File: src/rtl/spi_slave_param.sv
// Oversampled full-duplex SPI slave: any CPOL/CPHA, parametrised width and bit order,
// single-word holding buffer feeding the MISO shifter.
//
// state  | meaning
// IDLE   | synced cs_n high; sclk edges ignored, miso_oe low
// ACTIVE | frame in progress; sample/shift edges processed, words back to back
module spi_slave_param #(
    parameter int DATA_W      = 8,
    parameter int CPOL        = 0,
    parameter int CPHA        = 0,
    parameter int MSB_FIRST   = 1,
    parameter int SYNC_STAGES = 2
) (
    input  logic              clk,
    input  logic              rst_n,
    input  logic              sclk,
    input  logic              cs_n,
    input  logic              mosi,
    output logic              miso,
    output logic              miso_oe,
    output logic [DATA_W-1:0] rx_data,
    output logic              rx_valid,
    input  logic [DATA_W-1:0] tx_data,
    input  logic              tx_load,
    output logic              tx_ready,
    output logic              tx_underrun,
    output logic              frame_active
);
    localparam int   CNT_W    = $clog2(DATA_W);
    localparam logic IDLE_LVL = (CPOL != 0);
    localparam bit   PHASE1   = (CPHA != 0);
    localparam bit   MSB      = (MSB_FIRST != 0);

    typedef enum logic {IDLE, ACTIVE} state_t;
    state_t state, state_next;

    logic [SYNC_STAGES-1:0] sclk_sync;
    logic [SYNC_STAGES-1:0] cs_sync;
    logic [SYNC_STAGES-1:0] mosi_sync;

    logic [CNT_W-1:0]  bit_cnt;
    logic [DATA_W-1:0] rx_shift;
    logic [DATA_W-1:0] tx_shift;
    logic [DATA_W-1:0] tx_hold;

    logic sclk_new, sclk_old, mosi_s;
    logic lead, trail, sample_edge, shift_edge;
    logic cs_fall, cs_rise;
    logic frame_start, frame_end, do_sample, do_shift, word_start, emit;
    logic [DATA_W-1:0] rx_next, reload_word, tx_src, tx_shifted;
    logic              tx_first;

    // Input synchronisers; bit 0 is the newest sample.
    always_ff @(posedge clk or negedge rst_n) begin
        if (!rst_n) begin
            sclk_sync <= {SYNC_STAGES{IDLE_LVL}};
            cs_sync   <= {SYNC_STAGES{1'b1}};
            mosi_sync <= '0;
        end else begin
            sclk_sync <= {sclk_sync[SYNC_STAGES-2:0], sclk};
            cs_sync   <= {cs_sync[SYNC_STAGES-2:0], cs_n};
            mosi_sync <= {mosi_sync[SYNC_STAGES-2:0], mosi};
        end
    end

    assign sclk_new     = sclk_sync[SYNC_STAGES-2];
    assign sclk_old     = sclk_sync[SYNC_STAGES-1];
    assign mosi_s       = mosi_sync[SYNC_STAGES-2];
    assign lead         = (sclk_old == IDLE_LVL) && (sclk_new != IDLE_LVL);
    assign trail        = (sclk_old != IDLE_LVL) && (sclk_new == IDLE_LVL);
    assign sample_edge  = PHASE1 ? trail : lead;
    assign shift_edge   = PHASE1 ? lead : trail;
    assign cs_fall      = cs_sync[SYNC_STAGES-1] & ~cs_sync[SYNC_STAGES-2];
    assign cs_rise      = ~cs_sync[SYNC_STAGES-1] & cs_sync[SYNC_STAGES-2];
    assign frame_active = ~cs_sync[SYNC_STAGES-1];

    always_ff @(posedge clk or negedge rst_n) begin
        if (!rst_n) state <= IDLE;
        else        state <= state_next;
    end

    always_comb begin
        state_next  = state;
        frame_start = 1'b0;
        frame_end   = 1'b0;
        do_sample   = 1'b0;
        do_shift    = 1'b0;
        word_start  = 1'b0;
        case (state)
            IDLE: begin
                if (cs_fall) begin
                    state_next  = ACTIVE;
                    frame_start = 1'b1;
                    word_start  = 1'b1;
                end
            end
            ACTIVE: begin
                if (cs_rise) begin
                    state_next = IDLE;
                    frame_end  = 1'b1;
                end else begin
                    word_start = rx_valid;
                    do_sample  = sample_edge;
                    do_shift   = shift_edge;
                end
            end
            default: state_next = IDLE;
        endcase
    end

    // With CPHA=0 the master samples bit 0 before any shift edge, so it is driven at frame start.
    assign emit        = do_shift | (frame_start & ~PHASE1);
    assign reload_word = tx_ready ? '0 : tx_hold;
    assign tx_src      = word_start ? reload_word : tx_shift;
    assign tx_first    = MSB ? tx_src[DATA_W-1] : tx_src[0];
    assign tx_shifted  = MSB ? {tx_src[DATA_W-2:0], 1'b0} : {1'b0, tx_src[DATA_W-1:1]};
    assign rx_next     = MSB ? {rx_shift[DATA_W-2:0], mosi_s} : {mosi_s, rx_shift[DATA_W-1:1]};

    always_ff @(posedge clk or negedge rst_n) begin
        if (!rst_n) begin
            miso        <= 1'b0;
            miso_oe     <= 1'b0;
            rx_data     <= '0;
            rx_valid    <= 1'b0;
            tx_ready    <= 1'b1;
            tx_underrun <= 1'b0;
            bit_cnt     <= '0;
            rx_shift    <= '0;
            tx_shift    <= '0;
            tx_hold     <= '0;
        end else begin
            rx_valid    <= 1'b0;
            tx_underrun <= 1'b0;

            if (frame_start) miso_oe <= 1'b1;

            if (frame_end) begin
                miso_oe  <= 1'b0;
                miso     <= 1'b0;
                bit_cnt  <= '0;
                rx_shift <= '0;
            end

            if (do_sample) begin
                rx_shift <= rx_next;
                if (bit_cnt == CNT_W'(DATA_W - 1)) begin
                    rx_data  <= rx_next;
                    rx_valid <= 1'b1;
                    bit_cnt  <= '0;
                end else begin
                    bit_cnt <= bit_cnt + CNT_W'(1);
                end
            end

            if (emit) begin
                miso     <= tx_first;
                tx_shift <= tx_shifted;
            end else if (word_start) begin
                tx_shift <= reload_word;
            end

            if (word_start && tx_ready) tx_underrun <= 1'b1;

            // A load in the reload cycle is still captured; the reload itself saw the old buffer.
            if (tx_load && tx_ready) begin
                tx_hold  <= tx_data;
                tx_ready <= 1'b0;
            end else if (word_start) begin
                tx_ready <= 1'b1;
            end
        end
    end
endmodule

File: config.mk
export PLATFORM = sky130hd
export DESIGN_NAME = spi_slave_param
export DESIGN_NICKNAME = d
export VERILOG_FILES = /design/src/rtl/spi_slave_param.sv
export SDC_FILE = /design/constraint.sdc
export NUM_CORES = 1
export LEC_CHECK = 0
export ABC_AREA = 1
export CORE_MARGIN = 10
export CORE_UTILIZATION = 35
export CTS_CLUSTER_SIZE = 40
export DETAILED_ROUTE_END_ITERATION = 7
export HOLD_SLACK_MARGIN = 0.1
export PLACE_DENSITY = 0.59
export SLEW_MARGIN = 10
export SYNTH_ARGS = -nofsm -noshare
export SYNTH_HDL_FRONTEND = slang
export SYNTH_SLANG_ARGS = --single-unit
File: constraint.sdc
create_clock -name clk -period 2.1 [get_ports clk]
set_input_delay 0.63 -clock clk [delete_from_list [all_inputs] [get_ports clk]]
set_output_delay 0.63 -clock clk [all_outputs]
set_load 0.02 [all_outputs]
==> out/results.txt <==
met3 Usage GRT - 2.64%
H-tree Lvls - 2
postcts setup bufs - 0
maximum VDD drop - 0.000387 V
Cell Area, Placed - 2240 um^2
Main power group - registers
Dominant comb cell - simple AND/OR/NAND/NOR gates
initial drt markers - 50
status - finished clean
Mapped Area - 1870 um^2
cts bufs inserted - 5
Post-DRT Antenna Nets - 0
initial antenna violation count - 0
yosys adder share - 1.34%
# nets final - 241
Internal - 1.62 mW
clock network power - 537 uW
Clock transition at path regs - 0.09 ns
hold_buf cts - 0
met3 WL post-DR - 118 um
MUX share of area - 4.81%
CP Depth - 1
chip area in the Yosys report - 1870 um^2
met2 wire length - 1730 um
Final Skew - 0.00929 ns
Area-dominant class - flip-flops and latches
Area leader share - 56.1%
Cell Type Count - 21
Slew HR - 65.5%
tool warnings - 26
CP bufs+invs - 1
flop share of the area - 48.3%
Fill cells - 539
bufs w/o clock - 29
CLK BUF - 5
reg2reg setup slack - 0.54 ns
fin. max-slew vios - 0
synth warn - 0
Largest regs - rx_data: 8 flops, tx_hold: 8 flops, tx_shift: 8 flops
I/O Pins - 28
# Max-Cap Violations - 0
async set-reset flop share out of synthesis - 100%
#MultiIn Comb - 121
clock power share - 22.3%
area of the core - 5140 um^2
die area - 8680 um^2
clock tree sinks - 45
DRC - 0
final setup TNS - 0 ns
Site Rows - 26
Area Overhead vs Synth - 24.7%
ClkCell Share - 3.91%
simple share - 21.1%
crit-path max FO - 2
Comb gate area - 648 um^2
P per Cell Area - 1030 nW/um^2
Setup crit start kind - flop
Synth Area in XOR/XNOR - 0%
Starting Density - 36.5%
share of cells above drive strength 1 - 14.2%
Signal inverters - 23
tap cells - 70
sequential share of power - 50.0%
half-perimeter wire length after detailed placement - 2760 um
Sw Ratio - 32.7%
## cell families after synthesis
family,after synthesis
and+or+nand+nor,89
DFF,45
buffers and inverters,25
AOI/OAI and AO/OA,22
muxes,8
adders and majority gates,2
## stage by stage
| step | utilization [%] | cells | power, mW | setup WS (ns) | hold slack (ns) |
|---|---|---|---|---|---|
| after floorplan | - | 191 | 1.68 | 0.782 | 0.334 |
| after global placement | 43.7 | 288 | 1.88 | 0.287 | 0.360 |
| after detailed placement | 43.7 | 288 | 1.91 | 0.275 | 0.367 |
| after CTS | 45.4 | 296 | 2.45 | 0.000424 | 0.307 |
| after global routing | 45.5 | 296 | 2.61 | 0.124 | 0.311 |
| final | 45.5 | 296 | 2.41 | 0.188 | 0.287 |
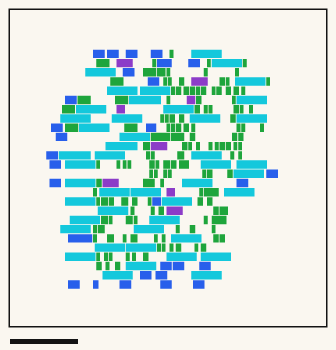
**Above:** placement by cell class.
The bar under the picture is 20 um long.
[cyan] flip-flops | cells: 45 | share of their area: 50%
[purple] clock drivers and dummy loads | cells: 8 | share of their area: 4.1%
[green] all other logic | cells: 144 | share of their area: 33%
[blue] other buffers and delay cells | cells: 29 | share of their area: 13%

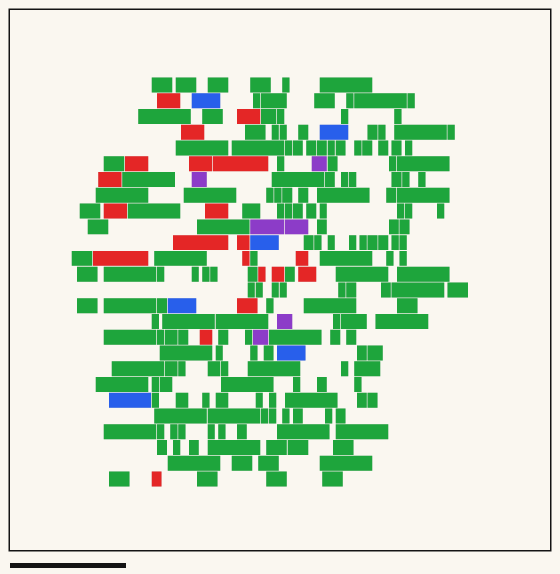
**Above:** cell sizes after repair.
The bar under the picture is 20 um long.
[blue] drive 6 and up | cells: 6 | share: 2.7% | most used: clkbuf_8
[purple] drive 3 to 4 | cells: 6 | share: 2.7% | most used: clkinvlp_4
[green] drive 1 or less | cells: 194 | share: 86% | most used: nand2_1
[red] drive 2 | cells: 20 | share: 8.8% | most used: mux2_2

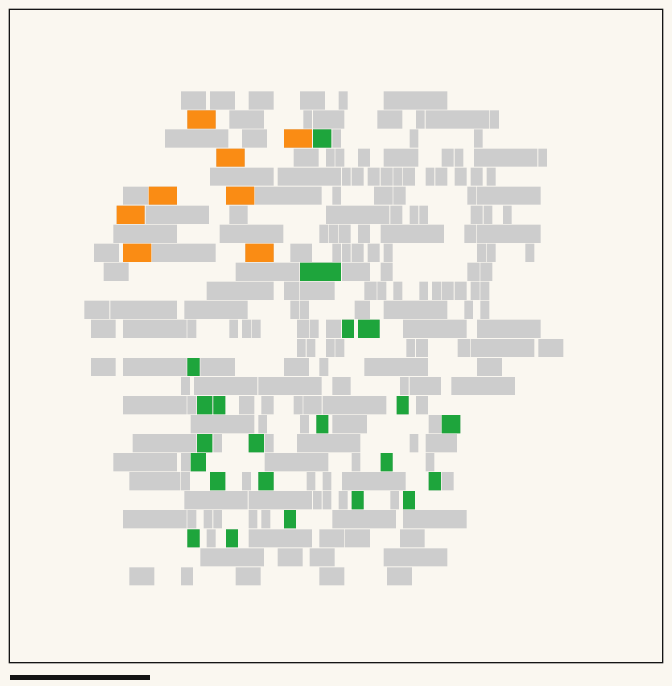
**Above:** gate-type map.
The bar under the picture is 20 um long.
[green] inverting AOI/OAI gates | cells: 22
[orange] multiplexers | cells: 8

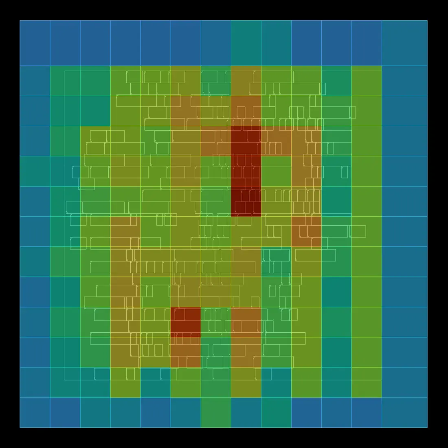
**Above:** routing congestion map.
Util after Layout: 45.5%
GRT Overall Usage: 9.24%
met1 Resource Use GR: 11.6%

Power is estimated from default activity; no workload was simulated.
